Fig. 1: run 1, cell sizes after repair
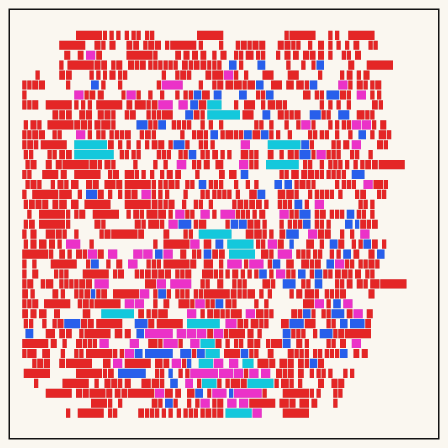
Fig. 2: run 1, nets reached from selected ports
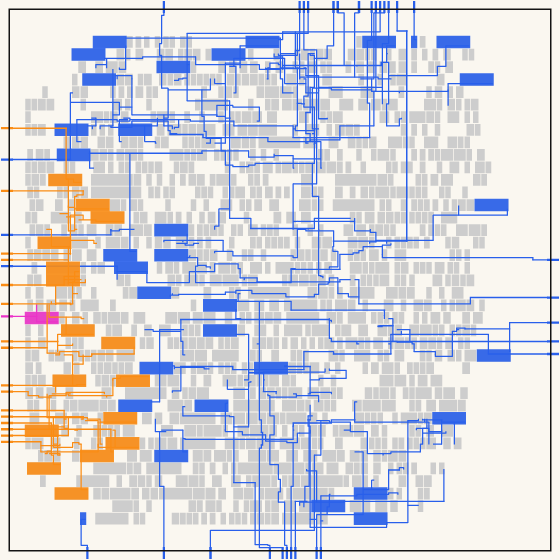
Fig. 3: run 1, routing congestion
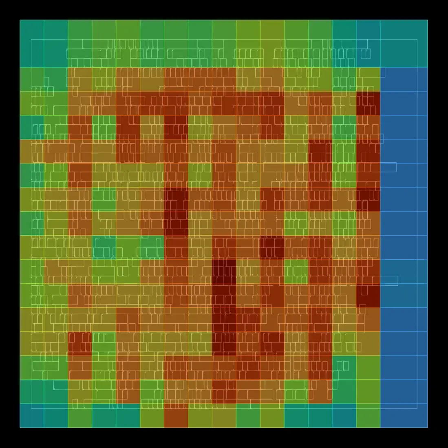
Fig. 4: run 1, cell classes on the final placement
Bar = 20 um.
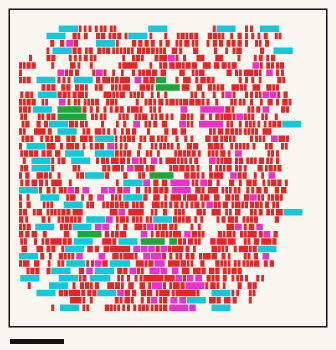
`src/rtl/pc_sequencer.sv`:
```
// pc_sequencer: next-PC controller for the pipelined MIPS core.
// Holds the fetch PC, arbitrates branch/replay/jump/halt/stall sources with a
// fixed priority, and emits IF/ID and ID/EX squash pulses for the same edge.
//
// state   | meaning
// --------+-----------------------------------------------------------------
// BOOT    | post-reset settling; pc parked at RESET_PC, all requests ignored
// RUN     | normal fetch; one PC source accepted per cycle
// HALT    | fetch stopped at the held pc until resume
module pc_sequencer #(
  parameter logic [31:0] RESET_PC    = 32'h0000_3000,
  parameter int unsigned BOOT_CYCLES = 2,
  parameter int unsigned CNT_W       = 16
) (
  input  logic             clk,
  input  logic             rst_n,
  input  logic             stall,
  input  logic             br_taken_ex,
  input  logic [31:0]      br_target_ex,
  input  logic             jmp_id,
  input  logic [31:0]      jmp_target_id,
  input  logic             replay1,
  input  logic             replay2,
  input  logic             halt,
  input  logic             resume,
  output logic [31:0]      pc,
  output logic             fetch_valid,
  output logic             flush_ifid,
  output logic             flush_idex,
  output logic             misalign_err,
  output logic [CNT_W-1:0] redirect_cnt
);

  localparam logic [1:0] ST_BOOT = 2'd0;
  localparam logic [1:0] ST_RUN  = 2'd1;
  localparam logic [1:0] ST_HALT = 2'd2;

  localparam logic [3:0] BOOT_LAST = 4'(BOOT_CYCLES - 1);

  logic [1:0]       r_state;
  logic [3:0]       r_boot_cnt;
  logic [31:0]      r_pc;
  logic             r_misalign;
  logic [CNT_W-1:0] r_redirect_cnt;

  logic             w_run;
  logic             w_take_br;
  logic             w_take_r2;
  logic             w_take_r1;
  logic             w_take_jmp;
  logic             w_take_halt;
  logic             w_take_stall;
  logic             w_redirect;
  logic [31:0]      w_target;
  logic             w_target_misaligned;
  logic [31:0]      w_pc_next;
  logic [1:0]       w_state_next;
  logic             w_boot_done;

  // Priority decode: each w_take_* is true only when every higher source is idle.
  always_comb begin
    w_run        = (r_state == ST_RUN);
    w_take_br    = w_run & br_taken_ex;
    w_take_r2    = w_run & ~br_taken_ex & replay2;
    w_take_r1    = w_run & ~br_taken_ex & ~replay2 & replay1;
    w_take_jmp   = w_run & ~br_taken_ex & ~replay2 & ~replay1 & jmp_id;
    w_take_halt  = w_run & ~br_taken_ex & ~replay2 & ~replay1 & ~jmp_id & halt;
    w_take_stall = w_run & ~br_taken_ex & ~replay2 & ~replay1 & ~jmp_id & ~halt & stall;
    w_redirect   = w_take_br | w_take_r2 | w_take_r1 | w_take_jmp;
  end

  // Redirect target selection; only branch and jump carry an external address.
  always_comb begin
    w_target            = w_take_br ? br_target_ex : jmp_target_id;
    w_target_misaligned = (w_take_br | w_take_jmp) & (w_target[1:0] != 2'b00);
  end

  // Next PC; all arithmetic wraps modulo 2^32 and loaded targets are word-aligned.
  always_comb begin
    w_pc_next = r_pc;
    if (w_take_br || w_take_jmp) begin
      w_pc_next = {w_target[31:2], 2'b00};
    end else if (w_take_r2) begin
      w_pc_next = r_pc - 32'd8;
    end else if (w_take_r1) begin
      w_pc_next = r_pc - 32'd4;
    end else if (w_run && !w_take_halt && !w_take_stall) begin
      w_pc_next = r_pc + 32'd4;
    end
  end

  // Next state; HALT listens to resume only, BOOT only to its own counter.
  always_comb begin
    w_boot_done  = (r_boot_cnt == BOOT_LAST);
    w_state_next = r_state;
    case (r_state)
      ST_BOOT: if (w_boot_done) w_state_next = ST_RUN;
      ST_RUN:  if (w_take_halt) w_state_next = ST_HALT;
      ST_HALT: if (resume)      w_state_next = ST_RUN;
      default: w_state_next = ST_BOOT;
    endcase
  end

  // State, PC and status registers with synchronous active-low reset.
  always_ff @(posedge clk) begin
    if (!rst_n) begin
      r_state        <= ST_BOOT;
      r_boot_cnt     <= 4'd0;
      r_pc           <= RESET_PC;
      r_misalign     <= 1'b0;
      r_redirect_cnt <= '0;
    end else begin
      r_state <= w_state_next;
      r_pc    <= w_pc_next;
      if (r_state == ST_BOOT && !w_boot_done) begin
        r_boot_cnt <= r_boot_cnt + 4'd1;
      end
      if (w_target_misaligned) begin
        r_misalign <= 1'b1;
      end
      if (w_redirect && (r_redirect_cnt != {CNT_W{1'b1}})) begin
        r_redirect_cnt <= r_redirect_cnt + 1'b1;
      end
    end
  end

  // Squash pulses act at the same edge that loads the new pc; silenced in reset.
  always_comb begin
    flush_ifid = rst_n & (w_redirect | w_take_halt);
    flush_idex = rst_n & (w_take_br | w_take_r2);
  end

  assign pc           = r_pc;
  assign fetch_valid  = (r_state == ST_RUN);
  assign misalign_err = r_misalign;
  assign redirect_cnt = r_redirect_cnt;

endmodule

```
`config.mk`:
```
export PLATFORM = sky130hd
export DESIGN_NAME = pc_sequencer
export DESIGN_NICKNAME = d
export VERILOG_FILES = /design/src/rtl/pc_sequencer.sv
export SDC_FILE = /design/constraint.sdc
export NUM_CORES = 1
export LEC_CHECK = 0
export ABC_AREA = 1
export CAP_MARGIN = 15
export CORE_MARGIN = 3
export CORE_UTILIZATION = 49
export DETAILED_ROUTE_END_ITERATION = 16
export DONT_BUFFER_PORTS = 1
export PLACE_DENSITY = 0.73
export SYNTH_ARGS = -nofsm -noshare
export SYNTH_HDL_FRONTEND = slang
export SYNTH_SLANG_ARGS = --single-unit
```
`constraint.sdc`:
```
create_clock -name clk -period 2.7 [get_ports clk]
set_clock_uncertainty 0.2 [all_clocks]
set_input_delay 0.54 -clock clk [delete_from_list [all_inputs] [get_ports clk]]
set_output_delay 0.54 -clock clk [all_outputs]
set_load 0.01 [all_outputs]
```
==> CHANGELOG.md, run 1 <==
### Implementation results

- Crit-path cells: inv_2 > nor2_4 > buf_6 > nand2_1 > nor2_4 > nand2_2 > nor2_2 > nand2_1 > buf_4 > a31oi_4 > buf_4
- Most frequent cells in the layout: nand2_1 (337), inv_1 (147), nor2_1 (104), nand3_1 (98), a21oi_1 (78)
- Layout cells sized above 1: 16.2%
- Placed insts: 1321
- Total Power: 0.00609 W
- DRC: 0
- YS warnings: 0
- Class of the tightest hold or removal check: in2reg
- TNS Setup: 0 ns
- Dpl ws: 0.00208 ns
- Cells after Synth: 1142
- Tap cells: 164
- Number of antenna diodes: 0
- H-tree lvl count: 2
- Leading area contributor after synthesis: nand2_1
- Aoi share: 16.5%
- Period utilization: 99.4%
- Max cap viols: 0
- Status: finished, final reports clean
- Kind of critical path: reg2out
- Asr flop ratio synth: 0%
- Synth cell types: 50
- Met3 routed WL: 2840 um
- Avg Inst Size Synth: 5.30 um^2
- # nets final: 1253
- Reg power frac: 23.1%
- Chip Area, Yosys: 0.00605 mm^2
- Total CTS buffers: 5
- Die Ht: 117 um
- Top FF cell, synth: dfxtp_1
- WL met1: 9510 um
- Synth Seq Share: 17.5%
- Clock-cell share: 2.47%
- Arr. time, crit path: 1.94 ns
- Xor+xnor area frac: 1.74%
- Average vias per placed instance: 5.64
- R2R Setup Slk: 0.11 ns
- Final hold slack: 0.132 ns
- Clk latency late pin: 0.31 ns
- Ys cells: 1142
- Root buf cell: clkbuf_16
- Biggest Area Class: combinational gates
- Seq group: 0.00140 W
- Global placement routability congestion: 0.980
- Worst Path Required: 1.96 ns
- CTS clk-pin slew, worst paths: 0.09 ns
- Vias: 7561
- Post-synth top area share: 22.9%
- Die area: 0.0137 mm^2
- Fp util: 51.4%
- Reg2reg path depth: 21
- Worst vdd ir: 0.000639 V
- Flops after synth: 53
- Hold Buf Count CTS: 0
- Crit Path Max Fanout: 3
- Combinational share of cell area: 61.8%
- Adder share: 1.03%
- Clock group share of total power: 13.3%
- Setup crit end kind: output port
- DR pass1 iterations: 6
- Number of non-clock inverters: 156
- Initial drt markers: 808
- CTS sink count: 53
- Power per Cell Area: 858 mW/mm^2
- Antenna violations before repair: 0
- Number of fill cells: 1172
- CP Depth: 11
- # setup viols final: 0
- Footprint of the multi-input gates: 0.00438 mm^2
- Minimum clock period: 2.68 ns
- Top cells by area: nand2_1 (23%), dfxtp_1 (18%), inv_1 (9.2%)
- Tool warning count: 28
- Hold path endpoint: pc[12]
- Non-CTS buffers: 76
- DRT antenna net count: 0
- CTS-repair resized insts: 2
- Synth top cell by count: nand2_1
- EDFF count, synth: 0
- P_leak: 3.38 nW
- Simple share: 49.0%
- Post-CTS setup buffers: 3
- Mux frac, synth: 0%
- Number of flip-flops in the largest register: 30
- Routed wire length: 22600 um
- Synth-to-layout area growth: 17.3%
- CTS tree: yes
- Reg2reg start: r_state[0]
- Switching share of power: 54.6%
- Worst-case clock buffer depth: 2
- Highest Signal Layer: met4
- Min-delay src: rst_n
- Flip-flops: 53
- Worst Setup Start Kind: flop
- WP buf/inv: 4
- Final number of max-transition violations: 0
- Total gr overflow: 0
- Power Internal: 0.00276 W
- FMAX: 0.373 GHz
- P_sw: 0.00332 W
- Worst setup path start: r_state[0]
- Worst reg2reg path endpoint: pc[30]
- Routed len/inst: 16.9 um
- Placed Instance Area: 0.00651 mm^2
- Number of global-route vias before repair: 6708
- Detail Placement HPWL: 16700 um
- First-pass GRT wire length: 34800 um
- Combinational power share: 63.6%
- Final Non-Filler Cells: 1340
- Largest net degree at the start of global routing: 53
- Clock buffers: 5
- Clock net power: 0.000810 W
- Commonest cells in the netlist: nand2_1 (369), inv_1 (149), nor2_1 (121), nand3_1 (104), a21oi_1 (83)
- RSZ-0062 raised after global routing: yes
- GR peak layer: met2
- Final hold violation count: 0
- Combinational cell power: 0.00387 W
- Top delay family on crit path: simple AND/OR/NAND/NOR gates
- Commonest Layout Cell: nand2_1
- Reg area: 0.00106 mm^2
- Hold depth: 1
- Die W: 117 um
- Top power group: combinational cells
- Mi-comb count: 883
- Met2 WL: 9770 um
- Crit-path slowest cell: dfxtp_2
- Worst setup margin: 0.0165 ns
- Post-Syn Area: 0.00605 mm^2
- Slowest cell delay on critical path: 0.36 ns
- Top non-seq family: simple AND/OR/NAND/NOR gates
## Picture notes: Fig. 1
legend:
  _2 cells:
    color: blue
    cells: 89
    share: 7.6%
  _0 and _1 cells:
    color: red
    cells: 986
    share: 84%
  _6 and larger:
    color: cyan
    cells: 18
    share: 1.5%
  _3 and _4 cells:
    color: magenta
    cells: 83
    share: 7.1%

## Picture notes: Fig. 2
legend:
  `redirect_cnt`:
    color: orange
    direction: output
    end_cells: 16
    buffers: 0
    wire: 586 um
  `pc`:
    color: blue
    direction: output
    end_cells: 32
    buffers: 12
    wire: 2990 um
  `misalign_err`:
    color: magenta
    direction: output
    end_cells: 1
    buffers: 0
    wire: 13.6 um
number of port buffers: 0
I/O pins: 125

## Picture notes: Fig. 3
met2 usage: 47.6%
GRT Util Overall: 32.3%
GR Util met1: 46.1%
met3 Usage GRT: 9.51%

## Picture notes: Fig. 4
legend:
  flops:
    color: cyan
    cells: 53
  other buffers and delay cells:
    color: magenta
    cells: 76
  clock drivers and dummy loads:
    color: green
    cells: 8
  combinational and other logic:
    color: red
    cells: 1039
register share of the cell area: 15.0%
Final Instance Area: 0.00709 mm^2
Core Area: 0.0118 mm^2
row count: 39
Post-Route Utilization: 60.3%

--- run 2 (diff from run 1) ---
--- a/config.mk
+++ b/config.mk
@@ -5,7 +5,6 @@
 export SDC_FILE = /design/constraint.sdc
 export NUM_CORES = 1
 export LEC_CHECK = 0
-export ABC_AREA = 1
 export CAP_MARGIN = 15
 export CORE_MARGIN = 3
 export CORE_UTILIZATION = 49
==> constraint.sdc (replaced) <==
create_clock -name clk -period 2.15 [get_ports clk]
set_clock_uncertainty 0.2 [all_clocks]
set_input_delay 0.43 -clock clk [delete_from_list [all_inputs] [get_ports clk]]
set_output_delay 0.43 -clock clk [all_outputs]
set_load 0.01 [all_outputs]
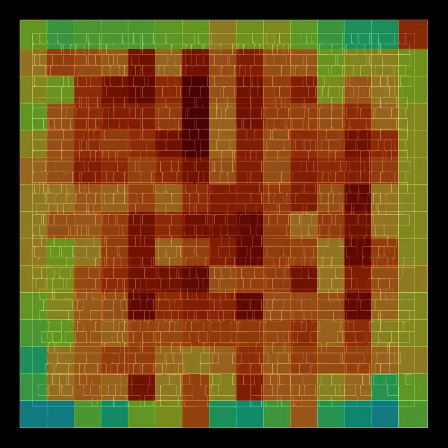
Fig. 5. Routing congestion (run 2).
met2 usage: 66.1%
GR peak layer: met2

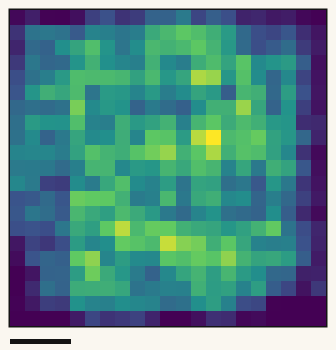
Fig. 6. Wiring heat map (run 2).
Bar = 20 um. 21 x 21 tiles, from dark purple (low) to yellow (high), scaled to the fullest tile. Values are wire area over tile area, all layers added.
tiles over half the peak: 42%
nearly empty tiles: 4.8%
fullest tile: 0.99
mean over tiles: 0.43

==> CHANGELOG.md, run 2 <==
### Implementation results

- Status: finished with violations
- Failing checks: setup timing
- Core Area: 0.00928 mm^2
- Antenna violations before repair: 0
- Worst reg2reg path endpoint: pc[22]
- Asr flop ratio synth: 0%
- Kind of critical path: reg2reg
- Met3 routed WL: 3680 um
- Top FF cell, synth: dfxtp_1
- Synth-to-layout area growth: 63.4%
- Adder share: 1.33%
- DRT antenna net count: 0
- Xor+xnor area frac: 3.35%
- Number of flip-flops in the largest register: 30
- Tap cells: 129
- Crit-path cells: or4b_4 > nor2_4 > xnor2_4 > ha_4 > nand4_1 > a21oi_4 > o22ai_2 > or4_4 > a31oi_1 > nor2_1 > a311oi_1
- FMAX: 0.317 GHz
- Fp util: 50.7%
- I/O pins: 125
- WL met1: 9060 um
- Power Internal: 0.00292 W
- P_sw: 0.00251 W
- Final Non-Filler Cells: 984
- # setup viols final: 37
- Chip Area, Yosys: 0.00471 mm^2
- Met3 Usage GRT: 11.0%
- Most frequent cells in the layout: buf_4 (203), nor2_1 (62), nand2_1 (59), dfxtp_1 (47), nand3_1 (27)
- CTS clk-pin slew, worst paths: 0.13 ns
- Worst vdd ir: 0.000594 V
- WP buf/inv: 0
- Tool warning count: 30
- Flops after synth: 53
- Setup crit end kind: flop
- H-tree lvl count: 2
- Reg power frac: 22.5%
- Final hold slack: 0.0299 ns
- Clk latency late pin: 0.33 ns
- Clock buffers: 5
- Post-Route Utilization: 82.9%
- Total Power: 0.00543 W
- Seq group: 0.00122 W
- Total CTS buffers: 5
- Die Ht: 104 um
- Flip-flops: 53
- Top cells by area: dfxtp_1 (23%), nor2_1 (5.3%), nand2_1 (5.2%)
- Commonest cells in the netlist: nor2_1 (67), nand2_1 (65), dfxtp_1 (53), clkbuf_1 (49), o21ai_0 (38)
- Final Instance Area: 0.00770 mm^2
- CP Depth: 11
- Ys cells: 669
- Hold Buf Count CTS: 1
- DRC: 0
- Clock group share of total power: 12.4%
- Worst setup margin: -1.01 ns
- Cells after Synth: 669
- Total gr overflow: 0
- Clock-cell share: 1.27%
- Reg2reg start: r_state[1]
- Worst Setup Start Kind: flop
- GR Util met1: 54.1%
- Aoi share: 27.3%
- Biggest Area Class: combinational gates
--- run 3 (diff from run 2) ---
--- a/config.mk
+++ b/config.mk
@@ -10,7 +10,7 @@
 export CORE_UTILIZATION = 49
 export DETAILED_ROUTE_END_ITERATION = 16
 export DONT_BUFFER_PORTS = 1
-export PLACE_DENSITY = 0.73
+export PLACE_DENSITY_LB_ADDON = 0.05
 export SYNTH_ARGS = -nofsm -noshare
 export SYNTH_HDL_FRONTEND = slang
 export SYNTH_SLANG_ARGS = --single-unit
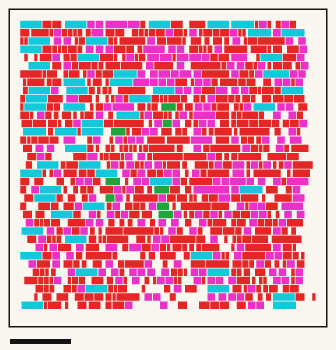
Fig. 7. Cell classes on the final placement (run 3).
Bar = 20 um.
legend:
  combinational and other logic:
    color: red
    cells: 552
  other buffers and delay cells:
    color: magenta
    cells: 251
  flops:
    color: cyan
    cells: 53
  clock drivers and dummy loads:
    color: green
    cells: 8
Core Area: 0.00928 mm^2
Post-Route Utilization: 83.4%
Final Instance Area: 0.00774 mm^2
row count: 35
register share of the cell area: 13.9%

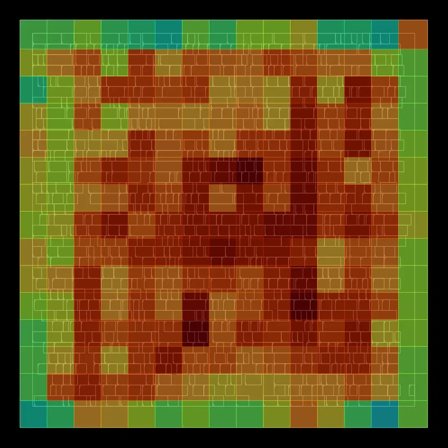
Fig. 8. Routing congestion (run 3).
met2 usage: 61.4%
GR Util met1: 50.7%
GRT Util Overall: 39.9%
met3 Usage GRT: 14.0%
routed len/inst: 25.1 um

==> CHANGELOG.md, run 3 <==
### Implementation results

- Cells after Synth: 669
- WL met1: 9000 um
- Placed Instance Area: 0.00632 mm^2
- Number of antenna diodes: 0
- Final hold slack: 0.0248 ns
- Status: finished with violations
- Global placement routability congestion: 1.06
- CTS tree: yes
- Hold depth: 1
- Die Ht: 104 um
- Layout non-clock buf frac: 27.0%
- CP Depth: 11
- RSZ-0062 raised after global routing: yes
- Clk latency late pin: 0.33 ns
- Chip Area, Yosys: 0.00471 mm^2
- Number of fill cells: 570
- Asr flop ratio synth: 0%
- Placed insts: 942
- Hold path endpoint: redirect_cnt[12]
- Synth-to-layout area growth: 64.3%
- Kind of critical path: reg2reg
- Xor+xnor area frac: 3.35%
- Final hold violation count: 0
- Top delay family on crit path: simple AND/OR/NAND/NOR gates
- Synth cell types: 78
- Worst Path Required: 2.19 ns
- Antenna violations before repair: 0
- Most frequent cells in the layout: buf_4 (221), nor2_1 (62), nand2_1 (59), dfxtp_1 (43), nor3_1 (26)
- R2R Setup Slk: -1.0 ns
- Highest Signal Layer: met4
- Final number of max-transition violations: 0
- Worst-case clock buffer depth: 2
- TNS Setup: -19.02 ns
- Tool warning count: 30
- Root buf cell: clkbuf_8
- Footprint of the multi-input gates: 0.00425 mm^2
- Synth Seq Share: 22.5%
- Power per Cell Area: 706 mW/mm^2
- Mux frac, synth: 2.13%
- Reg area: 0.00108 mm^2
- Number of flip-flops in the largest register: 30
- CTS-repair resized insts: 104
- Dpl ws: -1.09 ns
- Non-CTS buffers: 251
- FMAX: 0.318 GHz
- Number of global-route vias before repair: 6459
- Synth top cell by count: nor2_1
- Total CTS buffers: 5
- Top power group: combinational cells
- Layout cells sized above 1: 46.6%
- Combinational cell power: 0.00357 W
- GR peak layer: met2
- Worst setup path start: r_state[0]
- Final Non-Filler Cells: 993
- Crit-path slowest cell: or4_4
- Average vias per placed instance: 6.94
- I/O pins: 125
- Aoi share: 27.3%
- Top FF cell, synth: dfxtp_1
- # nets final: 941
- P_leak: 3.02 nW
- Crit Path Max Fanout: 4
- DRT antenna net count: 0
- Minimum clock period: 3.15 ns
- Class of the tightest hold or removal check: in2reg
- Leading area contributor after synthesis: dfxtp_1
- Tap cells: 129
- Vias: 6890
- First-pass GRT wire length: 34600 um
- Post-Syn Area: 0.00471 mm^2
- Avg Inst Size Synth: 7.04 um^2
- Clock buffers: 5
- Combinational power share: 65.2%
- Reg2reg path depth: 11
- YS warnings: 0
- Arr. time, crit path: 3.19 ns
- # setup viols final: 38
- Top non-seq family: simple AND/OR/NAND/NOR gates
- P_sw: 0.00249 W
- Post-synth top area share: 22.5%
- Commonest Layout Cell: buf_4
- Power Internal: 0.00298 W
- Crit-path cells: or4b_4 > nor2_4 > xnor2_4 > ha_4 > nor3_4 > a211oi_2 > o22ai_2 > or4_4 > a31oi_2 > nor2_1 > a311oi_1
- Post-CTS setup buffers: 16
- Worst setup margin: -0.999 ns
- Adder share: 1.33%
- Reg2reg start: r_state[0]
- Period utilization: 146%
- Initial drt markers: 817
- Total Power: 0.00547 W
- CTS sink count: 53
- Top cells by area: dfxtp_1 (23%), nor2_1 (5.3%), nand2_1 (5.2%)
- Fp util: 50.7%
- H-tree lvl count: 2
- WP buf/inv: 0
- Hold Buf Count CTS: 1
- Routed wire length: 24900 um
- Die W: 104 um
- Setup crit end kind: flop
- Worst vdd ir: 0.000559 V
- Met3 routed WL: 3400 um
- Met2 WL: 10900 um
- Total gr overflow: 0
- Failing checks: setup timing
- EDFF count, synth: 0
- Number of non-clock inverters: 15
- Worst Setup Start Kind: flop
- Combinational share of cell area: 55.0%
- Commonest cells in the netlist: nor2_1 (67), nand2_1 (65), dfxtp_1 (53), clkbuf_1 (49), o21ai_0 (38)
- Detail Placement HPWL: 16300 um
- Slowest cell delay on critical path: 0.52 ns
- Die area: 0.0108 mm^2
- Number of port buffers: 0
- Flip-flops: 53
- DR pass1 iterations: 10
- Clock group share of total power: 12.2%
- Mi-comb count: 537
- Largest net degree at the start of global routing: 23
- Reg power frac: 22.6%
- Min-delay src: rst_n
- Biggest Area Class: combinational gates
- Seq group: 0.00123 W
Power is estimated from default activity; no workload was simulated.
